### src/rtl/dmem_unit_pkg.sv
// Shared types and constants for the data-side memory unit.
package dmem_unit_pkg;

    localparam int ADDR_W = 32;
    localparam int ROB_W  = 4;

    // Memory opcodes presented by the load/store buffer.
    localparam logic [5:0] OP_LB  = 6'h01;
    localparam logic [5:0] OP_LH  = 6'h02;
    localparam logic [5:0] OP_LW  = 6'h03;
    localparam logic [5:0] OP_LBU = 6'h04;
    localparam logic [5:0] OP_LHU = 6'h05;
    localparam logic [5:0] OP_SB  = 6'h06;
    localparam logic [5:0] OP_SH  = 6'h07;
    localparam logic [5:0] OP_SW  = 6'h08;

    typedef enum logic [1:0] {
        DM_IDLE = 2'd0,
        DM_RD   = 2'd1,
        DM_WR   = 2'd2,
        DM_DONE = 2'd3
    } dm_state_t;

    // Request as latched at acceptance.
    typedef struct packed {
        logic [ADDR_W-1:0] addr;
        logic [3:0][7:0]   val;
        logic [5:0]        op;
        logic [ROB_W-1:0]  tag;
    } dm_req_t;

    // Access size in bytes.
    function automatic logic [2:0] op_size(input logic [5:0] op);
        case (op)
            OP_LB, OP_LBU, OP_SB: op_size = 3'd1;
            OP_LH, OP_LHU, OP_SH: op_size = 3'd2;
            default:              op_size = 3'd4;
        endcase
    endfunction

    function automatic logic op_is_load(input logic [5:0] op);
        op_is_load = (op == OP_LB) || (op == OP_LH) || (op == OP_LW) ||
                     (op == OP_LBU) || (op == OP_LHU);
    endfunction

endpackage

### src/rtl/dmem_unit_if.sv
// Request/completion, RAM bus and data-CDB signals of the memory unit.
interface dmem_unit_if import dmem_unit_pkg::*; ();
    logic              LSB_sgn;
    logic [ADDR_W-1:0] LSB_addr;
    logic [31:0]       LSB_val;
    logic [5:0]        LSB_opcode;
    logic [ROB_W-1:0]  LSB_ROB_name;
    logic              LSB_done;
    logic              mem_req;
    logic              mem_gnt;
    logic [ADDR_W-1:0] mem_a;
    logic [7:0]        mem_dout;
    logic              mem_wr;
    logic [7:0]        mem_din;
    logic              CDBD_sgn;
    logic [31:0]       CDBD_result;
    logic [ROB_W-1:0]  CDBD_ROB_name;

    modport slave (
        input  LSB_sgn, LSB_addr, LSB_val, LSB_opcode, LSB_ROB_name,
        input  mem_gnt, mem_din,
        output LSB_done, mem_req, mem_a, mem_dout, mem_wr,
        output CDBD_sgn, CDBD_result, CDBD_ROB_name
    );

    modport master (
        output LSB_sgn, LSB_addr, LSB_val, LSB_opcode, LSB_ROB_name,
        output mem_gnt, mem_din,
        input  LSB_done, mem_req, mem_a, mem_dout, mem_wr,
        input  CDBD_sgn, CDBD_result, CDBD_ROB_name
    );
endinterface

### src/rtl/dmem_unit_load_extend.sv
// Size/sign extension of up to four little-endian load bytes.
module load_extend import dmem_unit_pkg::*; (
    input  logic [3:0][7:0] data,
    input  logic [5:0]      opcode,
    output logic [31:0]     result
);

    // Select width and fill by opcode; words pass through.
    always_comb begin
        result = data;
        case (opcode)
            OP_LB:   result = {{24{data[0][7]}}, data[0]};
            OP_LBU:  result = {24'd0, data[0]};
            OP_LH:   result = {{16{data[1][7]}}, data[1], data[0]};
            OP_LHU:  result = {16'd0, data[1], data[0]};
            default: result = data;
        endcase
    end

endmodule

### src/rtl/dmem_unit.sv
// Byte-serial load/store engine between the load/store buffer and the
// 8-bit RAM port; loads are broadcast on the data CDB.
module dmem_unit import dmem_unit_pkg::*; (
    input  logic       clk,
    input  logic       rst,
    input  logic       rdy,
    input  logic       jp_wrong,
    dmem_unit_if.slave bus
);

    dm_state_t         state;
    logic [2:0]        cnt;
    dm_req_t           req_q;
    logic [3:0][7:0]   bytes_q;

    logic [2:0]        size;
    logic              is_load;
    logic              accept;
    logic              capture;
    logic [1:0]        cap_idx;
    logic [2:0]        byte_off;
    logic [ADDR_W-1:0] cur_a;
    logic              done_ok;
    logic [31:0]       ext_res;

    assign size    = op_size(req_q.op);
    assign is_load = op_is_load(req_q.op);
    assign accept  = (state == DM_IDLE) && rdy && bus.LSB_sgn && bus.mem_gnt && !jp_wrong;
    // Byte k arrives while counter reads k+1.
    assign capture = (state == DM_RD) && rdy && !jp_wrong && (cnt != 3'd0);
    assign cap_idx = cnt[1:0] - 2'd1;

    // While a load is stalled, keep the RAM pointed at the byte still owed
    // so the read data is valid again on the resume cycle.
    assign byte_off = ((state == DM_RD) && !rdy && (cnt != 3'd0)) ? cnt - 3'd1 : cnt;
    assign cur_a    = req_q.addr + {{(ADDR_W-3){1'b0}}, byte_off};

    // DONE may be blocked by a stall, or by a flush when the access is a load.
    assign done_ok = (state == DM_DONE) && rdy && !(is_load && jp_wrong);

    load_extend u_ext (
        .data   (bytes_q),
        .opcode (req_q.op),
        .result (ext_res)
    );

    // Control FSM: sequencing and byte counter.
    always_ff @(posedge clk or posedge rst) begin
        if (rst) begin
            state <= DM_IDLE;
            cnt   <= 3'd0;
        end else if (rdy) begin
            case (state)
                DM_IDLE: begin
                    if (accept) begin
                        cnt   <= 3'd0;
                        state <= op_is_load(bus.LSB_opcode) ? DM_RD : DM_WR;
                    end
                end
                DM_RD: begin
                    if (jp_wrong)
                        state <= DM_IDLE;
                    else if (cnt == size)
                        state <= DM_DONE;
                    else
                        cnt <= cnt + 3'd1;
                end
                DM_WR: begin
                    // Stores are already committed; a flush does not stop them.
                    if (cnt == size - 3'd1)
                        state <= DM_DONE;
                    else
                        cnt <= cnt + 3'd1;
                end
                default: state <= DM_IDLE;
            endcase
        end
    end

    // Request and load-byte registers; contents are don't-care out of reset.
    always_ff @(posedge clk) begin
        if (accept) begin
            req_q.addr <= bus.LSB_addr;
            req_q.val  <= bus.LSB_val;
            req_q.op   <= bus.LSB_opcode;
            req_q.tag  <= bus.LSB_ROB_name;
        end
        if (capture)
            bytes_q[cap_idx] <= bus.mem_din;
    end

    // Bus, completion and CDB outputs decoded from the current state.
    always_comb begin
        bus.mem_req       = 1'b0;
        bus.mem_a         = '0;
        bus.mem_dout      = 8'd0;
        bus.mem_wr        = 1'b0;
        bus.LSB_done      = done_ok;
        bus.CDBD_sgn      = done_ok && is_load;
        bus.CDBD_result   = 32'd0;
        bus.CDBD_ROB_name = '0;
        case (state)
            DM_IDLE: bus.mem_req = bus.LSB_sgn && !rst;
            DM_RD: begin
                bus.mem_req = 1'b1;
                if (byte_off < size)
                    bus.mem_a = cur_a;
            end
            DM_WR: begin
                bus.mem_req  = 1'b1;
                bus.mem_a    = cur_a;
                bus.mem_dout = req_q.val[cnt[1:0]];
                bus.mem_wr   = rdy;
            end
            default: ;
        endcase
        if (bus.CDBD_sgn) begin
            bus.CDBD_result   = ext_res;
            bus.CDBD_ROB_name = req_q.tag;
        end
    end

endmodule

### src/flat_wrapper.sv
// flat-port wrapper written by rule: the top's interface ports become plain ports
module dmem_unit_flat import dmem_unit_pkg::*;
  (clk, rst, rdy, jp_wrong, bus_LSB_sgn, bus_LSB_addr, bus_LSB_val, bus_LSB_opcode, bus_LSB_ROB_name, bus_mem_gnt, bus_mem_din, bus_LSB_done, bus_mem_req, bus_mem_a, bus_mem_dout, bus_mem_wr, bus_CDBD_sgn, bus_CDBD_result, bus_CDBD_ROB_name);
  dmem_unit_if bus_i ();
  input  logic clk;
  input  logic rst;
  input  logic rdy;
  input  logic jp_wrong;
  input wire logic [$bits(bus_i.LSB_sgn)-1:0] bus_LSB_sgn;
  input wire logic [$bits(bus_i.LSB_addr)-1:0] bus_LSB_addr;
  input wire logic [$bits(bus_i.LSB_val)-1:0] bus_LSB_val;
  input wire logic [$bits(bus_i.LSB_opcode)-1:0] bus_LSB_opcode;
  input wire logic [$bits(bus_i.LSB_ROB_name)-1:0] bus_LSB_ROB_name;
  input wire logic [$bits(bus_i.mem_gnt)-1:0] bus_mem_gnt;
  input wire logic [$bits(bus_i.mem_din)-1:0] bus_mem_din;
  output wire logic [$bits(bus_i.LSB_done)-1:0] bus_LSB_done;
  output wire logic [$bits(bus_i.mem_req)-1:0] bus_mem_req;
  output wire logic [$bits(bus_i.mem_a)-1:0] bus_mem_a;
  output wire logic [$bits(bus_i.mem_dout)-1:0] bus_mem_dout;
  output wire logic [$bits(bus_i.mem_wr)-1:0] bus_mem_wr;
  output wire logic [$bits(bus_i.CDBD_sgn)-1:0] bus_CDBD_sgn;
  output wire logic [$bits(bus_i.CDBD_result)-1:0] bus_CDBD_result;
  output wire logic [$bits(bus_i.CDBD_ROB_name)-1:0] bus_CDBD_ROB_name;
  assign bus_i.LSB_sgn = bus_LSB_sgn;
  assign bus_i.LSB_addr = bus_LSB_addr;
  assign bus_i.LSB_val = bus_LSB_val;
  assign bus_i.LSB_opcode = bus_LSB_opcode;
  assign bus_i.LSB_ROB_name = bus_LSB_ROB_name;
  assign bus_i.mem_gnt = bus_mem_gnt;
  assign bus_i.mem_din = bus_mem_din;
  assign bus_LSB_done = bus_i.LSB_done;
  assign bus_mem_req = bus_i.mem_req;
  assign bus_mem_a = bus_i.mem_a;
  assign bus_mem_dout = bus_i.mem_dout;
  assign bus_mem_wr = bus_i.mem_wr;
  assign bus_CDBD_sgn = bus_i.CDBD_sgn;
  assign bus_CDBD_result = bus_i.CDBD_result;
  assign bus_CDBD_ROB_name = bus_i.CDBD_ROB_name;
  dmem_unit u_core (.clk(clk), .rst(rst), .rdy(rdy), .jp_wrong(jp_wrong), .bus(bus_i));
endmodule
### config.mk
export PLATFORM = sky130hd
export DESIGN_NAME = dmem_unit_flat
export DESIGN_NICKNAME = d
export VERILOG_FILES = /design/src/rtl/dmem_unit_pkg.sv /design/src/rtl/dmem_unit_if.sv /design/src/rtl/dmem_unit_load_extend.sv /design/src/rtl/dmem_unit.sv /design/src/flat_wrapper.sv
export SDC_FILE = /design/constraint.sdc
export NUM_CORES = 1
export LEC_CHECK = 0
export CAP_MARGIN = 0
export CORE_MARGIN = 2
export CORE_UTILIZATION = 47
export CTS_CLUSTER_DIAMETER = 200
export DETAILED_ROUTE_END_ITERATION = 6
export GPL_TIMING_DRIVEN = 0
export PLACE_DENSITY = 0.81
export SYNTH_ARGS = -nofsm -noshare
export SYNTH_HDL_FRONTEND = slang
export SYNTH_SLANG_ARGS = --single-unit
### constraint.sdc
create_clock -name clk -period 4.45 [get_ports clk]
set_input_delay 0.6675 -clock clk [delete_from_list [all_inputs] [get_ports clk]]
set_output_delay 0.6675 -clock clk [all_outputs]
set_load 0.01 [all_outputs]
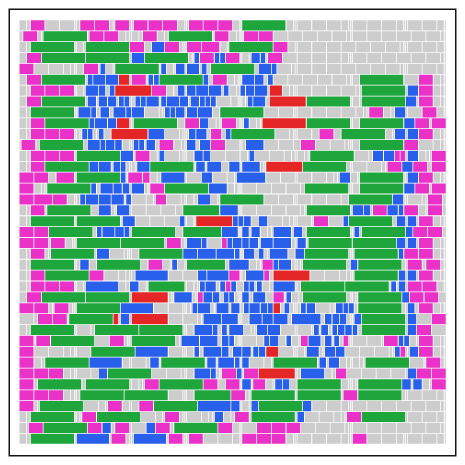
Figure 1: run 1, cell classes on the final placement.
Drawn at 4 px/micron. Fill, decap, tap and diode cells in grey.
class	colour	cells
clock drivers and dummy loads	red	16
combinational and other logic	blue	304
sequential cells	green	111
remaining buffers and delay cells	magenta	183

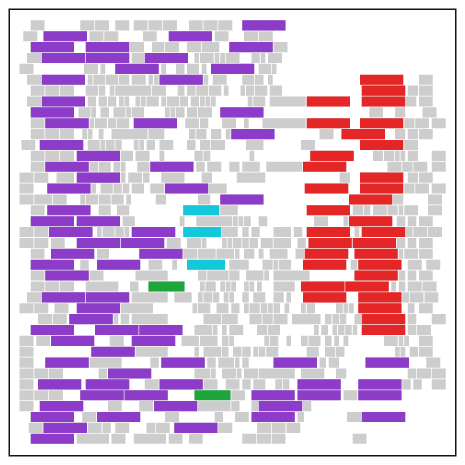
Figure 2: run 1, sequential cells coloured by netlist name.
Drawn at 4 px/micron. Other cells in grey.
name in the netlist	colour	flops
u_core.state	green	2
u_core.bytes_q	red	32
u_core.req_q	purple	74
u_core.cnt	cyan	3

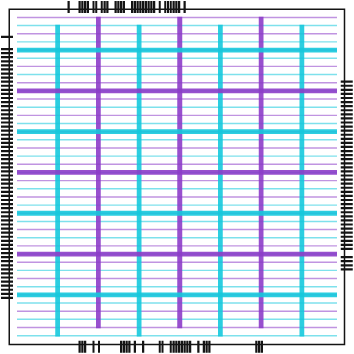
Figure 3: run 1, power grid.
Drawn at 3 px/micron. Pins as bars on the die edge.
net	colour
VSS	cyan
VDD	purple
met5 straps	7
met4 straps	7
signal pins	168
rows	39
core area: 11300 sq um
Die X: 111 microns

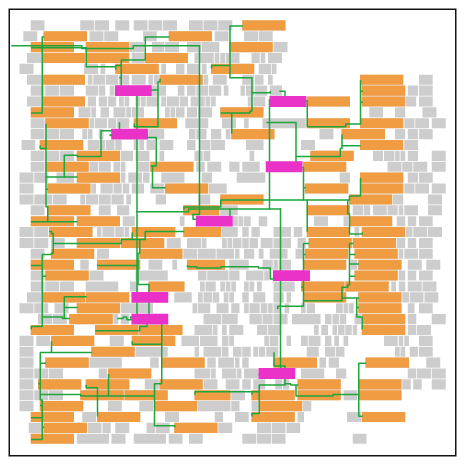
Figure 4: run 1, routed clock nets over the placement.
Drawn at 4 px/micron.
[clock wires] green | length: 1180 microns
[clock drivers] magenta | count: 9
[flip-flops] orange | count: 111
flops lie	spread over the die

==> qor.yml, run 1 <==
status: "finished, final reports clean"
sh_seq_area_pct: 43.2
dp.cells: 739
yosysChipArea_sq_um: 5410
synth_warnings: 0
critical_path.cell_chain: "clkbuf_2, or3b_2, a21oi_4, inv_1, ha_2, a211oi_4, nand3b_1, a21oi_1, o221ai_2, buf_2, nor2_1, clkdlybuf4s50_1"
grt_overflow: 0
clkbuf_count: 10
hp-class: "in2async"
cts_root_buf: "clkbuf_16"
reg2reg_slack_ns: 1.24
power_density_nw_per_um2: 425
top_area_cell: "edfxtp_1"
first_pass_iters: 4
openroad.warnings: 36
clock_latency_ns: 0.35
drtIter0Drc: 262
final_cell_area_sq_um: 7660
grt_max_degree: 75
io_pins: 168
reg2reg_depth: 10
comb_cells: 288
synth_area_sq_um: 5410
wl_met2_microns: 6230
fp_util_pct: 47.8
synthTopCellsByCount: "edfxtp_1, nor2_1, nand2_1, and2_1"
n_fill_cell: 818
die_area_sq_um: 12400
buf_share_pct: 23.0
grt_use_met3_pct: 4.43
grt_pass1_vias: 4150
port_buffers: 167
ant_nets: 0
rsz0062_at_grt: "true"
slew_headroom_pct: 33.5
ys_ff: 111
grt.met1_usage_pct: 24.4
dr.max_layer_used: "met4"
wl_met3_microns: 925
setup_viol: 0
avgSynthCellArea_sq_um: 12.6
lay_top_count: "clkdlybuf4s50_1"
hold_viol_final: 0
synth-edff-count: 106
endpoint_kind: "output pin"
rows: 39
met2_usage_pct: 35.0
## run 1: flip-flops by register name, summed over array words and instances (netlist names)
name and count:
u_core.cnt 3, u_core.state 2, u_core.bytes_q 32, u_core.req_q 74
## run 1: stage by stage
| step | hold WS [ns] | worst slack [ns] |
|---|---|---|
| floorplan | 0.455 | 1.06 |
| global placement | 0.559 | -0.249 |
| detailed placement | 0.613 | -0.335 |
| CTS | 0.545 | 0.0103 |
| global route | 0.581 | -0.0709 |
| finish | 0.546 | 0.173 |
## run 1: where the power goes
part           switching (W)  internal (W)
Clock               0.000361      0.000442
Combinational       0.000607      0.000619
Sequential         0.0000334       0.00119
Total                0.00100       0.00225
## run 1: worst max-delay path, delay by kind of cell, from the launching register on
kind            cells  cell delay (ns)
simple gates        3             0.80
flops               1             0.38
fa+ha+maj           1             0.23
buf+inv             4             1.06
compound gates      4             0.80
## run 1: how the worst max path moves through the flow
stage / cells past startpoint / from / end / slack, ns
floorplan: 13 / u_core.cnt[0] / bus_mem_a[8] / 1.06
global placement: 12 / rdy / bus_mem_a[22] / -0.25
detailed placement: 12 / rdy / bus_mem_a[22] / -0.34
CTS: 12 / u_core.req_q[6] / bus_mem_a[1] / 0.01
global route: 12 / u_core.req_q[6] / bus_mem_a[21] / -0.07
finish: 12 / u_core.req_q[6] / bus_mem_a[21] / 0.17
## run 1: cell families (layout without fill, tap and decap cells)
kind of cell               Yosys count  after routing  synth area share, %
AOI/OAI and AO/OA                   55             55                 6.87
xor gates and xnor gates            33             33                 5.34
adders and majority gates           18             18                 4.30
buffers and inverters               30            215                 2.15
DFF                                111            111                 61.2
muxes                               13             13                 4.33
and+or+nand+nor                    169            169                 15.8
## run 1: repair_timing
item | CTS | global route
pin swaps | 1 | 2
endpoints found under the setup margin | 32 | 32
setup buffers | 2 | 1
gates resized | 14 | 18
## Run 2: what changed since run 1
CORE_UTILIZATION = 51   (was 47)
PLACE_DENSITY = 0.86   (was 0.81)
clock period = 5 ns   (was 4.45 ns; I/O delays follow)
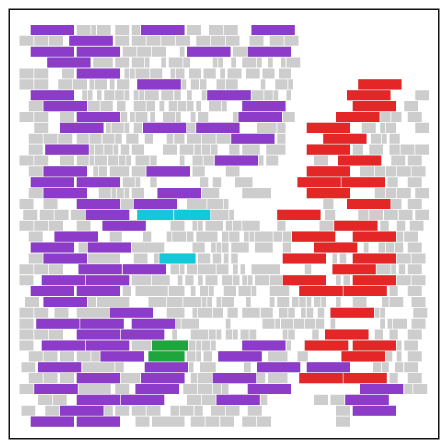
Figure 5: run 2, sequential cells coloured by netlist name.
Drawn at 4 px/micron. Other cells in grey.
name in the netlist	colour	flops
u_core.cnt	cyan	3
u_core.bytes_q	red	32
u_core.state	green	2
u_core.req_q	purple	74
storage element area: 3310 sq um
Flop+latch power: 0.00110 W
Layout Utilization: 72.3%
fraction of area in registers: 44.3%

==> run 2 against run 1 <==
  * Via count fell by 0.53%
  * Clock power fell by 35%
  * Routed wire length rose by 0.45%
  * Global-route usage rose by 2.2 points
  * Critical path depth rose by 1
  * Sequential power fell by about 10%
  * Clock-buffer cell count rose by 1
  * Final cell count fell by 1.3%
  * Synthesized area did not move
  * Combinational power fell by about 10%
  * First-iteration DRC count fell by 2.7%
  * Cell area fell by 2.6%
  * Critical path type is now in2out
  * Largest cell class unchanged
==> qor.yml, run 2 <==
status: "finished, final reports clean"  # unchanged
maxPowerGroup: "sequential cells"  # unchanged
seqPwrFrac_pct: 41.0  # was 37.7%
slew_headroom_pct: 35.0  # was 33.5%
largest_register_ffs: 74  # unchanged
worst-path-buf-inv: 2  # was 4
worst-path-stages: 13  # was 12
clockPowerShare_pct: 19.4  # was 24.6%
grt_pass1_vias: 4079  # was 4150
endpoint_kind: "output pin"  # unchanged
hp-class: "in2async"  # unchanged
reg2reg_slack_ns: 1.49  # was 1.24 ns
lay_top_count: "clkdlybuf4s50_1"  # unchanged
powerClk_w: 0.000519  # was 0.000802 W
ant_nets: 0  # unchanged
comb_power_w: 0.00106  # was 0.00123 W
n_fill_cell: 696  # was 818
cell_internal_pwr_w: 0.00181  # was 0.00225 W
hold_viol_final: 0  # unchanged
synth_area_sq_um: 5410  # unchanged
largestRegisters: "u_core.req_q x74, u_core.bytes_q x32, u_core.cnt x3"  # unchanged
top_area_cell: "edfxtp_1"  # unchanged
ys_ff: 111  # unchanged
grt_max_degree: 75  # unchanged
io_pins: 168  # unchanged
openroad.warnings: 35  # was 36
cts_root_buf: "clkbuf_8"  # was clkbuf_16
crit_family: "simple AND/OR/NAND/NOR gates"  # was buffers and inverters
critical_path.cell_chain: "clkdlybuf4s50_1, nor2b_2, a21oi_1, nand2b_1, ha_1, fa_1, a21o_1, and2_1, and3_1, and3_1, xnor2_1, nor2_1, clkdlybuf4s50_1"  # was clkbuf_2, or3b_2, a21oi_4, inv_1, ha_2, a211oi_4, nand3b_1, a21oi_1, o221ai_2, buf_2, nor2_1, clkdlybuf4s50_1
rsz0062_at_grt: "false"  # was true
regMostFlops: "u_core.req_q"  # unchanged
fp_util_pct: 52.4  # was 47.8%
drtIter0Drc: 255  # was 262
power_density_nw_per_um2: 359  # was 425 nW/um^2
rows: 37  # was 39
yosysChipArea_sq_um: 5410  # unchanged
synthTopCellsByCount: "edfxtp_1, nor2_1, nand2_1, and2_1"  # unchanged
synth-edff-count: 106  # unchanged
first_pass_iters: 4  # unchanged
port_buffers: 167  # unchanged
reg2reg_depth: 10  # unchanged
clock_latency_ns: 0.38  # was 0.35 ns
avgSynthCellArea_sq_um: 12.6  # unchanged
die_area_sq_um: 11400  # was 12400 sq um
coreArea_sq_um: 10300  # was 11300 sq um
run 2: cell type report:
class                           count  area share, %
Inverter                           16          0.805
Buffer                             13          0.755
Multi-Input combinational cell    288           26.8
Tap cell                          136           2.28
Clock inverter                      5          0.553
Sequential cell                   111           44.3
Clock buffer                       11           2.03
Timing Repair Buffer              167           22.4
run 2: how the worst max path moves through the flow:
stage / slack [ns] / to / startpoint
final: 0.20 / bus_mem_a[8] / rdy
after global routing: 0.02 / bus_mem_a[8] / u_core.cnt[0]
after global placement: 0.22 / bus_mem_a[24] / rdy
after detailed placement: 0.16 / bus_mem_a[8] / rdy
after floorplan: 1.47 / bus_mem_a[8] / rdy
after CTS: 0.09 / bus_mem_a[24] / u_core.req_q[6]
run 2: through the flow:
step           setup slack (ns)  std cells  instance area (sq um)  hold slack [ns]
3_3_place_gp              0.215        732                   7250            0.559
3_5_place_dp              0.157        732                   7250            0.600
2_1_floorplan              1.47        429                   5410            0.537
5_1_grt                  0.0213        747                   7460            0.588
6_report                  0.200        747                   7460            0.565
4_1_cts                  0.0919        748                   7450            0.569
run 2: kinds of logic after synthesis:
kind of cell             count (synthesis)  share of synthesized area [%]
adder cells (fa/ha/maj)                 18                           4.30
multiplexers                            13                           4.33
flip-flops                             111                           61.2
AND-OR/OR-AND                           55                           6.87
AND/OR/NAND/NOR                        169                           15.8
XOR/XNOR                                33                           5.34
buffers and inverters                   30                           2.15
run 2: per-layer routing:
metal | vias to the layer above | global-route usage [%] | wire length [microns]
li1 | 1908 | - | -
met2 | 163 | 37.1 | 6310
met1 | 1888 | 28.6 | 5180
met4 | 0 | 7.88 | 228
met5 | - | 0 | 0
met3 | 15 | 5.65 | 867
run 2: repair_timing:
item	CTS	global route
endpoints found under the setup margin	0	30
gates resized	0	11
hold endpoints to repair	0	0
setup buffers	0	0
## Run 3: what changed since run 2
CORE_MARGIN = unset   (was 2)
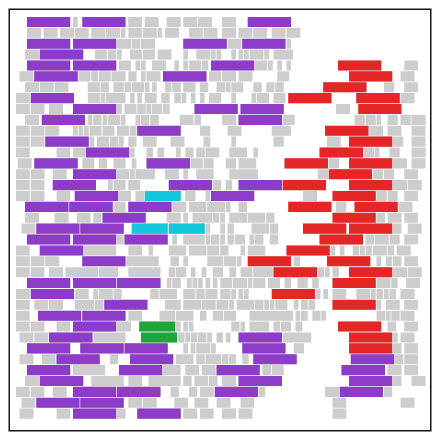
Figure 6: run 3, sequential cells coloured by netlist name.
Drawn at 4 px/micron. Other cells in grey.
name in the netlist	colour	flops
u_core.cnt	cyan	3
u_core.req_q	purple	74
u_core.bytes_q	red	32
u_core.state	green	2
fraction of area in registers: 44.3%
Layout Utilization: 72.3%

==> run 3 against run 2 <==
  * Final cell count stayed put
  * Sequential power hardly changed
  * Global-route usage is 1.5 points higher
  * Hold slack better by 0.0052 ns
  * Via count is 1.3% higher
  * Flip-flop count stayed put
  * Largest cell class unchanged
  * Synthesized area stayed put
  * Register-to-register slack better by 0.05 ns
  * Fmax is 0.20% higher
  * Die area is 3.7% lower
  * Critical path depth is 1 lower
  * Sequential share of layout area hardly changed
==> qor.yml, run 3 <==
clockPowerShare_pct: 20.2  # was 19.4%
sh_comb_area_pct: 26.8  # about the same
layout.area.top_class: "sequential cells"  # unchanged
critical_path.cell_chain: "clkbuf_1, or3b_2, a21oi_2, inv_1, ha_1, a211oi_4, nand3b_1, a21oi_1, o221ai_2, clkbuf_2, nor2_1, clkdlybuf4s50_1"  # was clkdlybuf4s50_1, nor2b_2, a21oi_1, nand2b_1, ha_1, fa_1, a21o_1, and2_1, and3_1, and3_1, xnor2_1, nor2_1, clkdlybuf4s50_1
num-nonclk-buffers: 180  # unchanged
first_pass_iters: 5  # was 4
design.seq.count: 111  # unchanged
grt_max_degree: 75  # unchanged
grt_pass1_vias: 4198  # was 4079
reg2reg_depth: 10  # unchanged
fp_util_pct: 52.4  # unchanged
slew_headroom_pct: 34.2  # was 35.0%
hold_viol_final: 0  # unchanged
status: "finished, final reports clean"  # unchanged
synthTopCellsByCount: "edfxtp_1, nor2_1, nand2_1, and2_1"  # unchanged
final_cell_area_sq_um: 7470  # was 7460 sq um
regMostFlops: "u_core.req_q"  # unchanged
top_area_cell: "edfxtp_1"  # unchanged
die_w_microns: 105  # was 107 microns
dp_slack_ns: 0.133  # was 0.157 ns
clkbuf_count: 10  # was 11
[run 3: cell count changes in the layout (fill, tap and decap cells not counted)]
cell and delta:
clkbuf_1 +2, o21ai_1 -1, clkbuf_8 -2, buf_2 -1, o21ai_0 +1, bufinv_16 +1
[run 3: final timing paths]
path	start	slack, ns	end
max	u_core.req_q[6]	0.21	bus_mem_a[25]
min	rst	0.57	u_core.cnt[1]
max reg2reg	u_core.req_q[6]	1.54	u_core.cnt[0]
min reg2reg	u_core.state[1]	0.62	u_core.state[1]
max in group asynchronous	rst	4.23	u_core.cnt[0]
min in group clk	u_core.state[1]	0.62	u_core.state[1]
[run 3: kinds of logic (layout without fill, tap and decap cells)]
family                   Yosys count  in the layout  share of synthesized area (%)
AND-OR/OR-AND                     55             55                           6.87
XOR/XNOR                          33             33                           5.34
adder cells (fa/ha/maj)           18             18                           4.30
buffers and inverters             30            212                           2.15
flip-flops                       111            111                           61.2
multiplexers                      13             13                           4.33
AND/OR/NAND/NOR                  169            169                           15.8
[run 3: metal layers]
metal  share of wire (%)  global-route usage (%)
met3                 6.0                    5.05
met1                  41                    28.9
met5                   0                       0
met4                 2.3                    10.4
met2                  51                    41.0
[run 3: power groups by stage]
stage	Combinational, W	Sequential [W]	Clock (W)
after detailed placement	0.00104	0.00112	0
after CTS	0.00106	0.00110	0.000552
after floorplan	0.000539	0.00111	0
final	0.00106	0.00110	0.000547
after global placement	0.00101	0.00111	0
after global routing	0.00115	0.00110	0.000592
[run 3: worst max-delay path: cells and delay by family, from the launching register on]
family | cells | cell delay [ns]
buffers and inverters | 4 | 1.12
AOI/OAI and AO/OA | 4 | 1.01
and+or+nand+nor | 3 | 0.84
DFF | 1 | 0.40
adders and majority gates | 1 | 0.30

==> gallery <==
Track usage over the die.
(a)
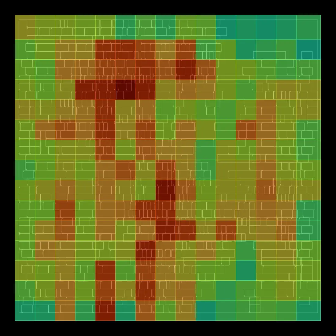
(b)
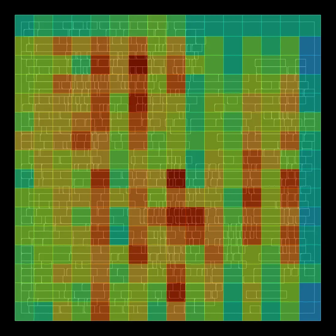
Of these, highest track usage: (a)
(b): run 1
(a): run 3

Power and IR drop assume default switching activity.
